[config.mk]
export PLATFORM = sky130hd
export DESIGN_NAME = uart_tx_arbiter
export DESIGN_NICKNAME = d
export VERILOG_FILES = /design/src/rtl/uart_tx_arbiter_pkg.sv /design/src/rtl/uart_rr_arb2.sv /design/src/rtl/uart_tx_arbiter.sv
export SDC_FILE = /design/constraint.sdc
export NUM_CORES = 1
export LEC_CHECK = 0
export CAP_MARGIN = 20
export CORE_MARGIN = 8
export CORE_UTILIZATION = 45
export DETAILED_ROUTE_END_ITERATION = 10
export GPL_ROUTABILITY_DRIVEN = 1
export GPL_TIMING_DRIVEN = 0
export PLACE_DENSITY = 0.9
export SLEW_MARGIN = 20
export SYNTH_ARGS = -nofsm -noshare
export SYNTH_HDL_FRONTEND = slang
export SYNTH_SLANG_ARGS = --single-unit
[constraint.sdc]
create_clock -name i_clock -period 3.09 [get_ports i_clock]
set_input_delay 0.4635 -clock i_clock [delete_from_list [all_inputs] [get_ports i_clock]]
set_output_delay 0.4635 -clock i_clock [all_outputs]
set_load 0.05 [all_outputs]
[src/rtl/uart_tx_arbiter_pkg.sv]
// Shared definitions for the two-requester UART transmit scheduler:
// FSM encodings, default character geometry and the requester id type.
package uart_tx_arbiter_pkg;

  localparam int DBIT_DEFAULT   = 8;
  localparam int NBYTES_DEFAULT = 4;

  localparam logic [1:0] ST_IDLE  = 2'd0;
  localparam logic [1:0] ST_START = 2'd1;
  localparam logic [1:0] ST_WAIT  = 2'd2;
  localparam logic [1:0] ST_DONE  = 2'd3;

  typedef enum logic {
    REQ_ID_0 = 1'b0,
    REQ_ID_1 = 1'b1
  } req_id_t;

endpackage

[src/rtl/uart_rr_arb2.sv]
// Two-way round-robin arbiter: a lone request wins outright, a tie goes to
// the requester that was not granted last.
module uart_rr_arb2
  import uart_tx_arbiter_pkg::*;
(
  input  logic [1:0] req,
  input  req_id_t    last_grant,
  output logic [1:0] grant
);

  always_comb begin
    grant = req;
    if (req == 2'b11) begin
      grant = (last_grant == REQ_ID_1) ? 2'b01 : 2'b10;
    end
  end

endmodule

[src/rtl/uart_tx_arbiter.sv]
// Shares one UART transmitter between two word-sized requesters; the granted
// word is sent LSB character first and the owner is acked after the last one.
module uart_tx_arbiter
  import uart_tx_arbiter_pkg::*;
#(
  parameter int DBIT   = DBIT_DEFAULT,
  parameter int NBYTES = NBYTES_DEFAULT
) (
  input  logic                   i_clock,
  input  logic                   i_reset,
  input  logic                   i_req0,
  input  logic [DBIT*NBYTES-1:0] i_word0,
  input  logic                   i_req1,
  input  logic [DBIT*NBYTES-1:0] i_word1,
  output logic                   o_ack0,
  output logic                   o_ack1,
  output logic                   o_busy,
  output logic                   o_tx_start,
  output logic [DBIT-1:0]        o_tx_data,
  input  logic                   i_tx_done
);

  localparam int W  = DBIT * NBYTES;
  localparam int CW = (NBYTES > 1) ? $clog2(NBYTES) : 1;
  localparam logic [CW-1:0] LAST_CNT = CW'(NBYTES - 1);

  logic [1:0]    state;
  logic [W-1:0]  shift_reg;
  logic [CW-1:0] byte_cnt;
  req_id_t       grant_id;
  req_id_t       last_grant;
  logic [1:0]    grant;
  logic [W-1:0]  granted_word;
  logic [W-1:0]  shifted_word;

  uart_rr_arb2 u_arb (
    .req        ({i_req1, i_req0}),
    .last_grant (last_grant),
    .grant      (grant)
  );

  assign granted_word = grant[0] ? i_word0 : i_word1;
  assign shifted_word = shift_reg >> DBIT;

  // tx_start/tx_data are loaded on the transition into START so the pulse
  // is visible during the START cycle itself.
  always_ff @(posedge i_clock) begin
    if (i_reset) begin
      state      <= ST_IDLE;
      shift_reg  <= '0;
      byte_cnt   <= '0;
      grant_id   <= REQ_ID_0;
      last_grant <= REQ_ID_1;
      o_ack0     <= 1'b0;
      o_ack1     <= 1'b0;
      o_busy     <= 1'b0;
      o_tx_start <= 1'b0;
      o_tx_data  <= '0;
    end else begin
      o_tx_start <= 1'b0;
      o_ack0     <= 1'b0;
      o_ack1     <= 1'b0;
      case (state)
        ST_IDLE: begin
          if (grant != 2'b00) begin
            shift_reg  <= granted_word;
            byte_cnt   <= '0;
            grant_id   <= grant[1] ? REQ_ID_1 : REQ_ID_0;
            o_tx_start <= 1'b1;
            o_tx_data  <= granted_word[DBIT-1:0];
            o_busy     <= 1'b1;
            state      <= ST_START;
          end
        end
        ST_START: begin
          state <= ST_WAIT;
        end
        ST_WAIT: begin
          if (i_tx_done) begin
            if (byte_cnt == LAST_CNT) begin
              o_ack0 <= (grant_id == REQ_ID_0);
              o_ack1 <= (grant_id == REQ_ID_1);
              state  <= ST_DONE;
            end else begin
              shift_reg  <= shifted_word;
              byte_cnt   <= byte_cnt + 1'b1;
              o_tx_start <= 1'b1;
              o_tx_data  <= shifted_word[DBIT-1:0];
              state      <= ST_START;
            end
          end
        end
        ST_DONE: begin
          last_grant <= grant_id;
          o_busy     <= 1'b0;
          state      <= ST_IDLE;
        end
        default: begin
          o_busy <= 1'b0;
          state  <= ST_IDLE;
        end
      endcase
    end
  end

endmodule

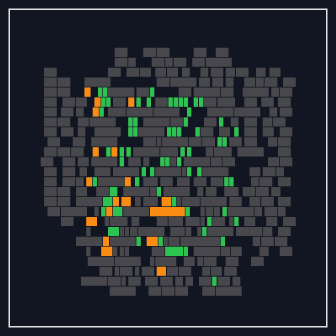
(run_1/gate_families.png)
[NAND gates] green | cells: 63
[inverting AOI/OAI gates] orange | cells: 18

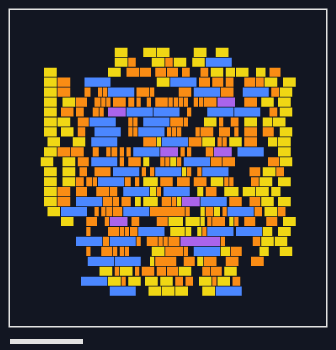
(run_1/cell_classes.png)
Scale bar: 20 microns.
[clock drivers and dummy loads] purple | cells: 7
[flops] blue | cells: 42
[other buffers and delay cells] yellow | cells: 110
[all other logic] orange | cells: 181

==> flow_metrics.py, run 1 <==
# Synthesis and PnR figures
metrics = {
    "run_status": {
        "outcome": "completed",
    },
    "final_timing": {
        "drv_slew": 0,
        "hold_viol": 0,
        "final.setup.tns_ns": 0,
        "min_period_over_period_pct": 65.74,
        "finalSetupViolCount": 0,
        "tightest_slew_ns": 0.5107,
    },
    "hold_path": {
        "hold-path-cell-count": 2,
    },
    "global_route": {
        "grt_pass1_wl_microns": 10640,
        "grt.overflow.total": 0,
        "grt_pass1_vias": 2207,
    },
    "clock_tree": {
        "cts-htree-levels": 2,
        "clk_pin_slew_ns": 0.08,
        "max-clock-path-buffers": 2,
    },
    "finish": {
        "largestClassByArea": "combinational gates",
        "antenna_cells": 0,
        "fin_area_sq_um": 3226,
        "final_cells": 407,
        "layout.nets": 410,
        "clock_area_share_pct": 3.491,
        "largest_reg_flops": 25,
    },
    "setup_path": {
        "r2r-start": "last_grant$_SDFFE_PP1P_",
        "cp-start-kind": "input pin",
        "critPathCaptureType": "flop",
        "crit_buf_inv": 2,
        "required_ns": 3.28,
    },
    "pwr": {
        "powerComb_mw": 0.431,
        "leakagePower_nw": 1.382,
        "peakVddDrop_mv": 0.2296,
        "power.total_mw": 1.509,
        "p_sw_mw": 0.4276,
    },
    "logic_synthesis": {
        "xor_share_pct": 0,
        "edf_count": 0,
        "top_area_cell": "dfxtp_1",
        "yosys_cells": 253,
        "synth.distinct_cells": 32,
        "logic_family": "AND-OR/OR-AND gates",
        "ys_area_sq_um": 2228,
        "async_flop_share_pct": 0,
        "synthesis.area_sq_um": 2228,
        "synth_area_per_cell_sq_um": 8.808,
        "synth-main-ff-cell": "dfxtp_1",
    },
    "routing": {
        "dr.pass1.iters": 4,
        "drc": 0,
        "routed_wire_length_per_instance_microns": 16.22,
    },
    "floorplan": {
        "io_pins": 81,
        "die_w_microns": 86.37,
        "initCoreUtil_pct": 46.87,
    },
    "placed_design": {
        "pre_cts_ws_ns": 0.7408,
        "placed_cells": 400,
    },
}
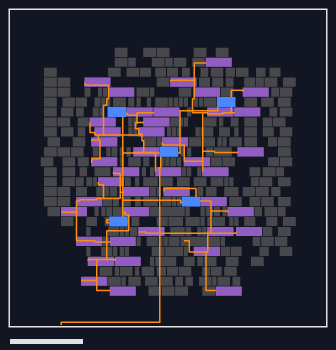
(run_1/clock_map.png)
Scale bar: 20 microns.
[clock wires] orange | length: 539 microns
[cells driving clock nets] blue | count: 5
[flip-flops] purple | count: 42
routed clock nets: 6
clock share of power: 29.6%
Layout Skew: 0.003008 ns
Worst-Skew Late Latency: 0.30 ns
clock group total power: 0.447 mW

run 1: cell usage in the layout, fill, tap and decap left out, types with 2 or more instances in the layout:
master           netlist  final
buf_6                  6      6
clkbuf_8               0      6
a32o_1                24     24
a32oi_1                2      2
inv_1                  3      3
nor2_1                10     10
clkdlybuf4s50_1        0     80
a211o_1               24     24
and3_1                24     24
nand3b_1               2      2
o21ai_1                8      8
clkbuf_1               6      6
nand2_1               58     58
mux2i_1                8      8
a21oi_1                3      3
buf_2                  8      8
buf_1                  2      2
buf_4                  8      8
dfxtp_1               42     42
run 1: per-layer routing:
metal  global-route usage, %  up-vias  share of wire (%)
li1                        -     1090                  -
met3                   5.955       10                7.8
met5                       0        -                  0
met1                   21.68     1029                 44
met4                   5.321        0                1.3
met2                   29.10       80                 47
==> run_1/final_placement.png <==
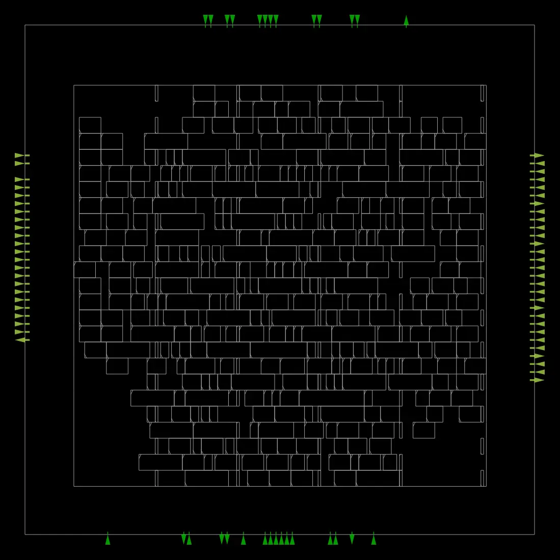

## Run 2: what changed since run 1
--- a/config.mk
+++ b/config.mk
@@ -7,11 +7,11 @@
 export LEC_CHECK = 0
 export CAP_MARGIN = 20
 export CORE_MARGIN = 8
-export CORE_UTILIZATION = 45
+export CORE_UTILIZATION = 40
 export DETAILED_ROUTE_END_ITERATION = 10
 export GPL_ROUTABILITY_DRIVEN = 1
 export GPL_TIMING_DRIVEN = 0
-export PLACE_DENSITY = 0.9
+export PLACE_DENSITY = 0.85
 export SLEW_MARGIN = 20
 export SYNTH_ARGS = -nofsm -noshare
 export SYNTH_HDL_FRONTEND = slang
==> constraint.sdc (replaced) <==
create_clock -name i_clock -period 1.69 [get_ports i_clock]
set_input_delay 0.2535 -clock i_clock [delete_from_list [all_inputs] [get_ports i_clock]]
set_output_delay 0.2535 -clock i_clock [all_outputs]
set_load 0.05 [all_outputs]
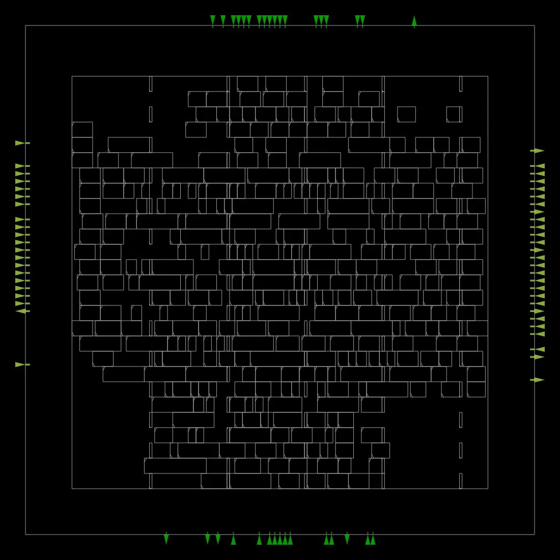
(run_2/final_placement.png)
register fraction of the total cell area: 25.86%
core box area: 5439 sq um
Finished Layout Cells: 414
Flop Count: 42

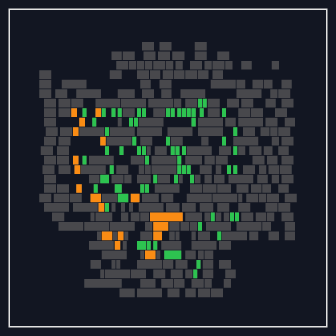
(run_2/gate_families.png)
[NAND gates] green | cells: 63
[inverting AOI/OAI gates] orange | cells: 18

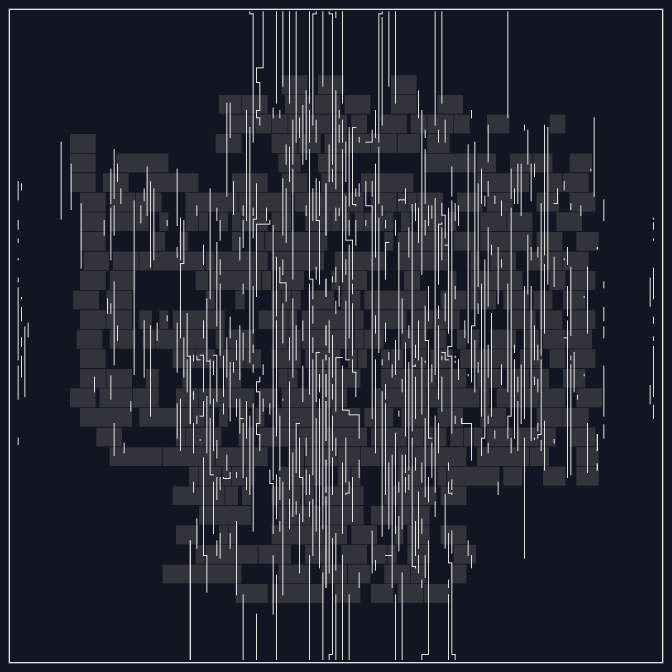
(run_2/met2.png)
nets with wire on the layer: 345
share of all routed wire: 48%
longest straight run: 35.4 microns
wire length on this layer: 3,140 microns
routed vias: 2,177
Routed Wire Length: 6527 microns
GR met2 Demand/Resource: 26.80%

==> run 2 against run 1 <==
  * Clock power up 77%
  * Non-clock buffer count up 1
  * Combinational power up about 80%
  * Utilization down 8.1 points
  * Power up 80%
  * Sequential cell count unchanged
  * Synthesized cell count unchanged
  * Design area up 0.81%
  * Clock skew up 0.011 ns
  * Largest cell class unchanged
==> flow_metrics.py, run 2 <==
# Synthesis and PnR figures
metrics = {
    "run_status": {
        "outcome": "completed",
    },
    "pwr": {
        "powerComb_mw": 0.775,
        "powerClk_mw": 0.791,
        "leakagePower_nw": 1.485,
        "p_sw_mw": 0.7845,
        "peakVddDrop_mv": 0.5576,
        "power.total_mw": 2.719,
    },
    "setup_path": {
        "crit_buf_inv": 1,
        "cp-start-kind": "flop",
        "critPathCaptureType": "flop",
    },
    "logic_synthesis": {
        "synthesis.area_sq_um": 2228,
        "top_area_cell": "dfxtp_1",
        "synth.distinct_cells": 32,
        "xor_share_pct": 0,
        "edf_count": 0,
        "ys_area_sq_um": 2228,
        "async_flop_share_pct": 0,
        "synth-main-ff-cell": "dfxtp_1",
        "logic_family": "AND-OR/OR-AND gates",
        "synth_area_per_cell_sq_um": 8.808,
    },
    "final_timing": {
        "tightest_slew_ns": 0.5107,
        "final.setup.tns_ns": 0,
        "hold_viol": 0,
        "drv_slew": 0,
        "finalSetupViolCount": 0,
        "min_period_over_period_pct": 95.10,
    },
    "hold_path": {
        "hold-path-cell-count": 3,
    },
    "finish": {
        "lay_top_count": "clkdlybuf4s50_1",
        "antenna_cells": 0,
        "layout.nets": 411,
        "largest_reg_flops": 25,
        "final_cell_mix": "clkdlybuf4s50_1, nand2_1, dfxtp_1",
    },
    "floorplan": {
        "io_pins": 81,
        "die_w_microns": 90.64,
    },
    "global_route": {
        "met1_usage_pct": 18.82,
        "grt_pass1_wl_microns": 10830,
        "met3_usage_pct": 4.489,
    },
    "routing": {
        "routed_wire_length_per_instance_microns": 15.77,
        "drc": 0,
    },
    "clock_tree": {
        "max-clock-path-buffers": 2,
        "clk_pin_slew_ns": 0.08,
        "cts-htree-levels": 2,
    },
    "placed_design": {
        "pre_cts_ws_ns": -0.4399,
    },
}
==> run 2: cell type report <==
| class | instances | share of cell area (%) |
|---|---|---|
| Tap cell | 72 | 2.770 |
| Timing Repair Buffer | 81 | 24.78 |
| Inverter | 3 | 0.3463 |
| Clock buffer | 6 | 2.232 |
| Sequential cell | 42 | 25.86 |
| Clock inverter | 2 | 1.154 |
| Buffer | 30 | 6.464 |
| Multi-Input combinational cell | 178 | 36.40 |
==> run 2: repair_timing <==
action | in CTS | in global routing
pin swaps | 0 | 1
gates resized | 13 | 11
buffers inserted | 0 | 1
setup endpoints to repair | 34 | 30
==> run 2: layer usage <==
metal	part of all wire [%]	up-vias
li1	-	1093
met1	45	1010
met2	48	69
met3	5.6	5
met4	0.97	0
met5	0	-
==> run_2/clock_map.png <==
Scale bar: 20 microns.
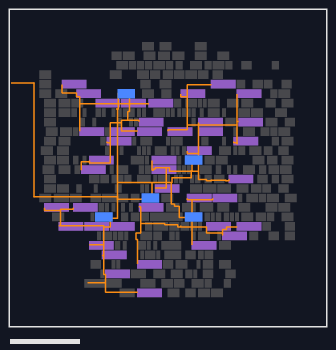

## Run 3: what changed since run 2
--- a/config.mk
+++ b/config.mk
@@ -12,7 +12,7 @@
 export GPL_ROUTABILITY_DRIVEN = 1
 export GPL_TIMING_DRIVEN = 0
 export PLACE_DENSITY = 0.85
-export SLEW_MARGIN = 20
+export SLEW_MARGIN = 25
 export SYNTH_ARGS = -nofsm -noshare
 export SYNTH_HDL_FRONTEND = slang
 export SYNTH_SLANG_ARGS = --single-unit
==> constraint.sdc (replaced) <==
create_clock -name i_clock -period 1.29 [get_ports i_clock]
set_input_delay 0.1935 -clock i_clock [delete_from_list [all_inputs] [get_ports i_clock]]
set_output_delay 0.1935 -clock i_clock [all_outputs]
set_load 0.05 [all_outputs]
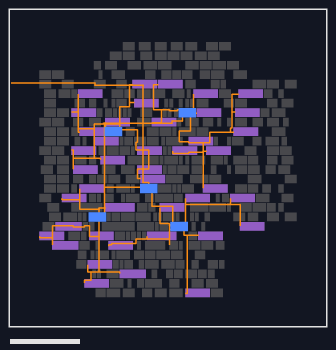
(run_3/clock_map.png)
Scale bar: 20 microns.
[cells driving clock nets] blue | count: 5
[flip-flops] purple | count: 42
[clock wires] orange | length: 538 microns
routed clock nets: 6
Layout Skew: 0.005281 ns
clock share of power: 25.2%

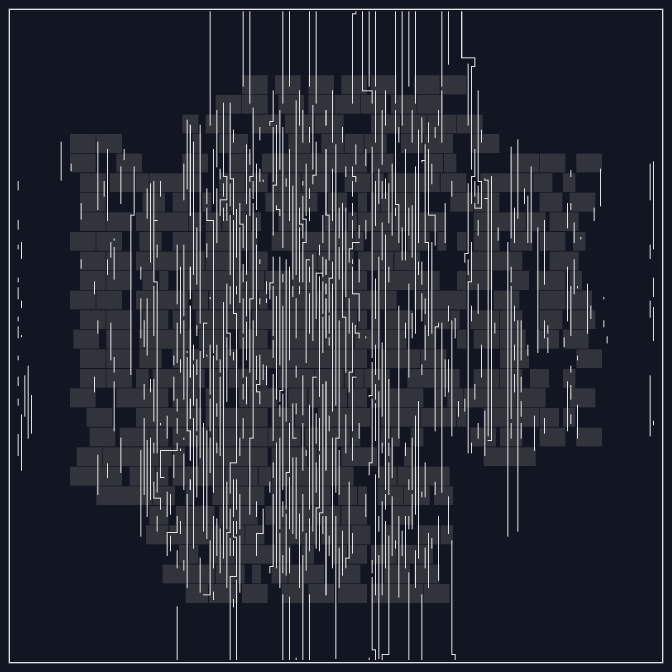
(run_3/met2.png)
nets with wire on the layer: 368
share of all routed wire: 49%

==> run 3 against run 2 <==
  * The flow now finishes with violations (negative setup slack)
  * Clock-buffer cell count is the same
  * Routed wire length grew 13%
  * Sequential cell count is the same
  * Synthesized cell count is the same
  * Worst hold slack gained 0.062 ns
  * Combinational power grew 51%
  * Largest cell class unchanged
==> flow_metrics.py, run 3 <==
# Synthesis and PnR figures
metrics = {
    "logic_synthesis": {
        "synth_area_per_cell_sq_um": 8.808,
        "edf_count": 0,
        "logic_family": "AND-OR/OR-AND gates",
        "async_flop_share_pct": 0,
    },
    "final_timing": {
        "hold_viol": 0,
        "finalSetupViolCount": 32,
        "drv_slew": 0,
        "setup_ws_ns": -0.1930,
    },
    "run_status": {
        "outcome": "finished with violations",
        "violations": "negative setup slack",
    },
    "global_route": {
        "grt.overflow.total": 0,
        "grt_pass1_wl_microns": 11380,
    },
    "routing": {
        "top_layer": "met4",
        "dr.pass1.iters": 4,
    },
    "pwr": {
        "peakVddDrop_mv": 0.5822,
        "powerClk_mw": 0.907,
    },
    "floorplan": {
        "die_w_microns": 90.64,
        "core_area_sq_um": 5439,
    },
    "finish": {
        "final_cell_mix": "clkdlybuf4s50_1, nand2_1, dfxtp_1, a211o_1, a32o_1",
    },
    "clock_tree": {
        "clk_pin_slew_ns": 0.08,
        "cts-htree-levels": 2,
    },
}
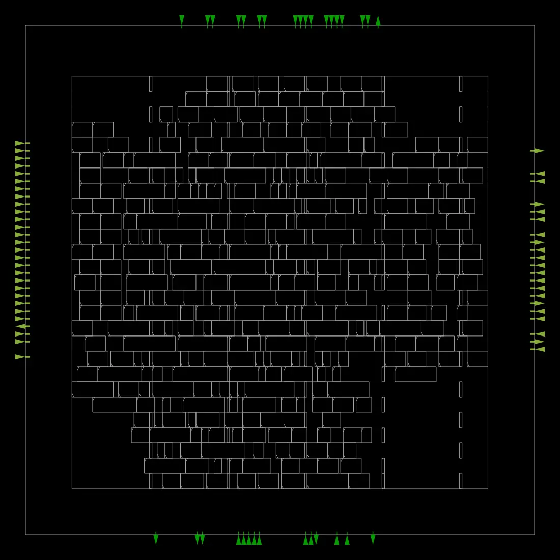
(run_3/final_placement.png)
Finished Layout Cells: 426
# fillers: 428

## run 3: cell counts after synthesis
Identical to the previous run, type by type.
## run 3: critical path, stage by stage
cell	delay [ns]
clkdlybuf4s50_1	0.47
nor2b_2	0.19
buf_6	0.14
a221oi_4	0.30
buf_6	0.16
buf_6	0.12
nand2_2	0.05
o21ai_1	0.08
## run 3: per-layer routing
layer / vias to the layer above / GRT usage [%]
met2: 91 / 27.65
met1: 1106 / 19.34
li1: 1125 / -
met5: - / 0
met4: 0 / 5.825
met3: 19 / 6.068
## run 3: cell type report
cell class              count  share of cell area (%)
multi-input cells         178                   37.71
flip-flops and latches     42                   23.89
clock inverters             2                  0.3508
inverters                   3                  0.3157
plain buffers              30                   7.787
clock buffers               6                   2.315
repair buffers             93                   25.11
well taps                  72                   2.525
Power and IR drop assume default switching activity.
